### src/rtl/wb_cmd_initiator.sv
// Wishbone classic single-transfer master: turns one command into one bus
// read or write and reports the result (data or timeout) on a response stream.
module wb_cmd_initiator #(
  parameter int unsigned TIMEOUT_CYCLES = 64,
  parameter int unsigned TXN_CNT_W      = 16
) (
  input  logic                 wb_clk_i,
  input  logic                 wb_rst_i,

  input  logic                 cmd_valid,
  output logic                 cmd_ready,
  input  logic                 cmd_we,
  input  logic [31:0]          cmd_adr,
  input  logic [31:0]          cmd_dat,
  input  logic [3:0]           cmd_sel,

  output logic                 rsp_valid,
  input  logic                 rsp_ready,
  output logic [31:0]          rsp_dat,
  output logic                 rsp_err,

  output logic                 wbm_cyc_o,
  output logic                 wbm_stb_o,
  output logic                 wbm_we_o,
  output logic [3:0]           wbm_sel_o,
  output logic [31:0]          wbm_adr_o,
  output logic [31:0]          wbm_dat_o,
  input  logic                 wbm_ack_i,
  input  logic [31:0]          wbm_dat_i,

  output logic [TXN_CNT_W-1:0] txn_count,
  output logic [7:0]           timeout_count
);

  typedef enum logic [1:0] {
    IDLE,
    BUS,
    RESP
  } state_t;

  localparam logic [15:0] TMR_LAST = 16'(TIMEOUT_CYCLES - 1);

  state_t                 state_q,     state_d;
  logic                   cyc_q,       cyc_d;
  logic                   we_q,        we_d;
  logic [3:0]             sel_q,       sel_d;
  logic [31:0]            adr_q,       adr_d;
  logic [31:0]            dat_q,       dat_d;
  logic                   rsp_valid_q, rsp_valid_d;
  logic [31:0]            rsp_dat_q,   rsp_dat_d;
  logic                   rsp_err_q,   rsp_err_d;
  logic [TXN_CNT_W-1:0]   txn_cnt_q,   txn_cnt_d;
  logic [7:0]             to_cnt_q,    to_cnt_d;
  logic [15:0]            tmr_q,       tmr_d;

  always_ff @(posedge wb_clk_i) begin
    if (wb_rst_i) begin
      state_q     <= IDLE;
      cyc_q       <= 1'b0;
      we_q        <= 1'b0;
      sel_q       <= '0;
      adr_q       <= '0;
      dat_q       <= '0;
      rsp_valid_q <= 1'b0;
      rsp_dat_q   <= '0;
      rsp_err_q   <= 1'b0;
      txn_cnt_q   <= '0;
      to_cnt_q    <= '0;
      tmr_q       <= '0;
    end else begin
      state_q     <= state_d;
      cyc_q       <= cyc_d;
      we_q        <= we_d;
      sel_q       <= sel_d;
      adr_q       <= adr_d;
      dat_q       <= dat_d;
      rsp_valid_q <= rsp_valid_d;
      rsp_dat_q   <= rsp_dat_d;
      rsp_err_q   <= rsp_err_d;
      txn_cnt_q   <= txn_cnt_d;
      to_cnt_q    <= to_cnt_d;
      tmr_q       <= tmr_d;
    end
  end

  always_comb begin
    state_d     = state_q;
    cyc_d       = cyc_q;
    we_d        = we_q;
    sel_d       = sel_q;
    adr_d       = adr_q;
    dat_d       = dat_q;
    rsp_valid_d = rsp_valid_q;
    rsp_dat_d   = rsp_dat_q;
    rsp_err_d   = rsp_err_q;
    txn_cnt_d   = txn_cnt_q;
    to_cnt_d    = to_cnt_q;
    tmr_d       = tmr_q;

    unique case (state_q)
      IDLE: begin
        if (cmd_valid) begin
          we_d    = cmd_we;
          sel_d   = cmd_sel;
          adr_d   = cmd_adr;
          dat_d   = cmd_dat;
          cyc_d   = 1'b1;
          tmr_d   = '0;
          state_d = BUS;
        end
      end
      BUS: begin
        // Ack is tested first so an ack on the expiry edge completes normally.
        if (wbm_ack_i) begin
          cyc_d       = 1'b0;
          rsp_dat_d   = we_q ? '0 : wbm_dat_i;
          rsp_err_d   = 1'b0;
          rsp_valid_d = 1'b1;
          txn_cnt_d   = txn_cnt_q + TXN_CNT_W'(1);
          state_d     = RESP;
        end else if (tmr_q == TMR_LAST) begin
          cyc_d       = 1'b0;
          rsp_dat_d   = '0;
          rsp_err_d   = 1'b1;
          rsp_valid_d = 1'b1;
          if (to_cnt_q != '1) begin
            to_cnt_d = to_cnt_q + 8'd1;
          end
          state_d     = RESP;
        end else begin
          tmr_d = tmr_q + 16'd1;
        end
      end
      RESP: begin
        if (rsp_ready) begin
          rsp_valid_d = 1'b0;
          state_d     = IDLE;
        end
      end
      default: begin
        state_d = IDLE;
      end
    endcase
  end

  assign cmd_ready     = (state_q == IDLE);
  assign rsp_valid     = rsp_valid_q;
  assign rsp_dat       = rsp_dat_q;
  assign rsp_err       = rsp_err_q;
  assign wbm_cyc_o     = cyc_q;
  assign wbm_stb_o     = cyc_q;
  assign wbm_we_o      = we_q;
  assign wbm_sel_o     = sel_q;
  assign wbm_adr_o     = adr_q;
  assign wbm_dat_o     = dat_q;
  assign txn_count     = txn_cnt_q;
  assign timeout_count = to_cnt_q;

endmodule

### config.mk
export PLATFORM = sky130hd
export DESIGN_NAME = wb_cmd_initiator
export DESIGN_NICKNAME = d
export VERILOG_FILES = /design/src/rtl/wb_cmd_initiator.sv
export SDC_FILE = /design/constraint.sdc
export NUM_CORES = 1
export LEC_CHECK = 0
export CAP_MARGIN = 40
export CORE_AREA = 2 2 140 142
export DETAILED_ROUTE_END_ITERATION = 12
export DIE_AREA = 0 0 142 144
export HOLD_SLACK_MARGIN = 0.12
export SLEW_MARGIN = 20
export SYNTH_ARGS = -nofsm -noshare
export SYNTH_HDL_FRONTEND = slang
export SYNTH_SLANG_ARGS = --single-unit
### constraint.sdc
create_clock -name wb_clk_i -period 4.12 [get_ports wb_clk_i]
set_clock_uncertainty 0.05 [all_clocks]
set_input_delay 0.618 -clock wb_clk_i [delete_from_list [all_inputs] [get_ports wb_clk_i]]
set_output_delay 0.618 -clock wb_clk_i [all_outputs]
set_load 0.02 [all_outputs]
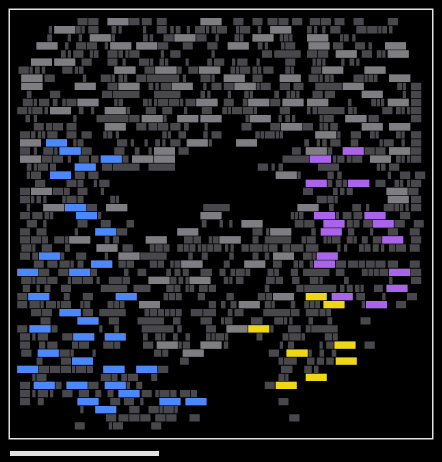
(where the registers sit)
Bar = 50 um. Other sequential cells in the stronger gray, the rest of the logic in the fainter gray.
- purple: txn_count (flops 16; where middle right)
- yellow: timeout_count (flops 8; where lower right)
- blue: rsp_dat (flops 32)
- not colored: 90

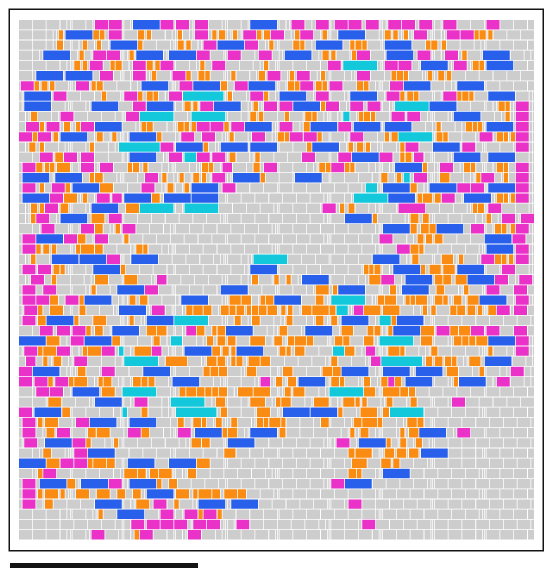
(placed cells, one color a class)
Bar = 50 um. Fill, decap, tap and diode cells in gray.
- magenta: other buffers and delay cells (cells 247; share of their area 28%)
- blue: flops (cells 146; share of their area 33%)
- orange: combinational and other logic (cells 523; share of their area 32%)
- cyan: clock drivers and dummy loads (cells 31; share of their area 6.9%)

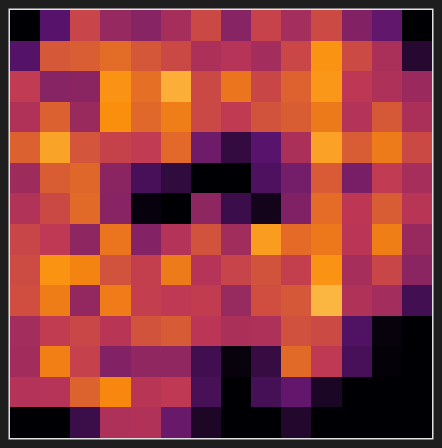
(cell area per tile)
14 x 14 tiles, from black (low) to pale yellow (high), 0 to 100% covered.
- mean over tiles: 43%
- nearly empty tiles: 12%
- emptiest ninth of the die: lower right
- tiles over 75% full: 5.6%
- fullest tile: 84%

==> flow_summary.toml <==
# synthesis and place-and-route metrics
[clocking]
clk_pin_slew_ns = 0.06
root_buffer = "clkbuf_16"

[final_timing]
drv_slew = 0
max_slew_margin_pct = 41.5
fin_hold_ws_ns = 0.401

[cells_and_area]
fill_cells = 1861
flop-count = 146
clock_buffers = 19
mostFrequentLayoutCells = "clkdlybuf4s50_1 (234), nand2_1 (178), dfxtp_1 (146)"

[synthesis]
yosysWarnings = 0
ys_sh_aoi_pct = 12.8
postSynthSeqShare_pct = 49.0
xor_area_share_pct = 1.47
synth.cell_area_um2 = 5970
synthTopCellsByArea = "dfxtp_1 (49%), nand2_1 (11%), a21oi_1 (7.5%)"
ys_sh_mux_pct = 5.76

[setup_path]
critPathArrivalTime_ns = 2.85
crit_buf_inv = 2
critPathKind = "input pin to flop"
critical_path.endpoint_type = "flop"
timing.rr.end = "timeout_count[5]"

[route]
drt-met1-wl_mm = 7.92
vias_per_cell = 4.82
antenna_left = 0
wl_met2_mm = 8.43
top_layer = "met4"

[pwr]
p_comb_mw = 0.482
p_leak_nw = 3.35

[global_routing]
grt_max_degree = 80

[hold_path]
hp-class = "flop to flop"

[place]
dpl.hpwl_mm = 12.3
placed_cell_area_um2 = 8550
port_buffers = 235

[run_status]
outcome = "finished clean"

[floorplanning]
fp_util_pct = 31.3
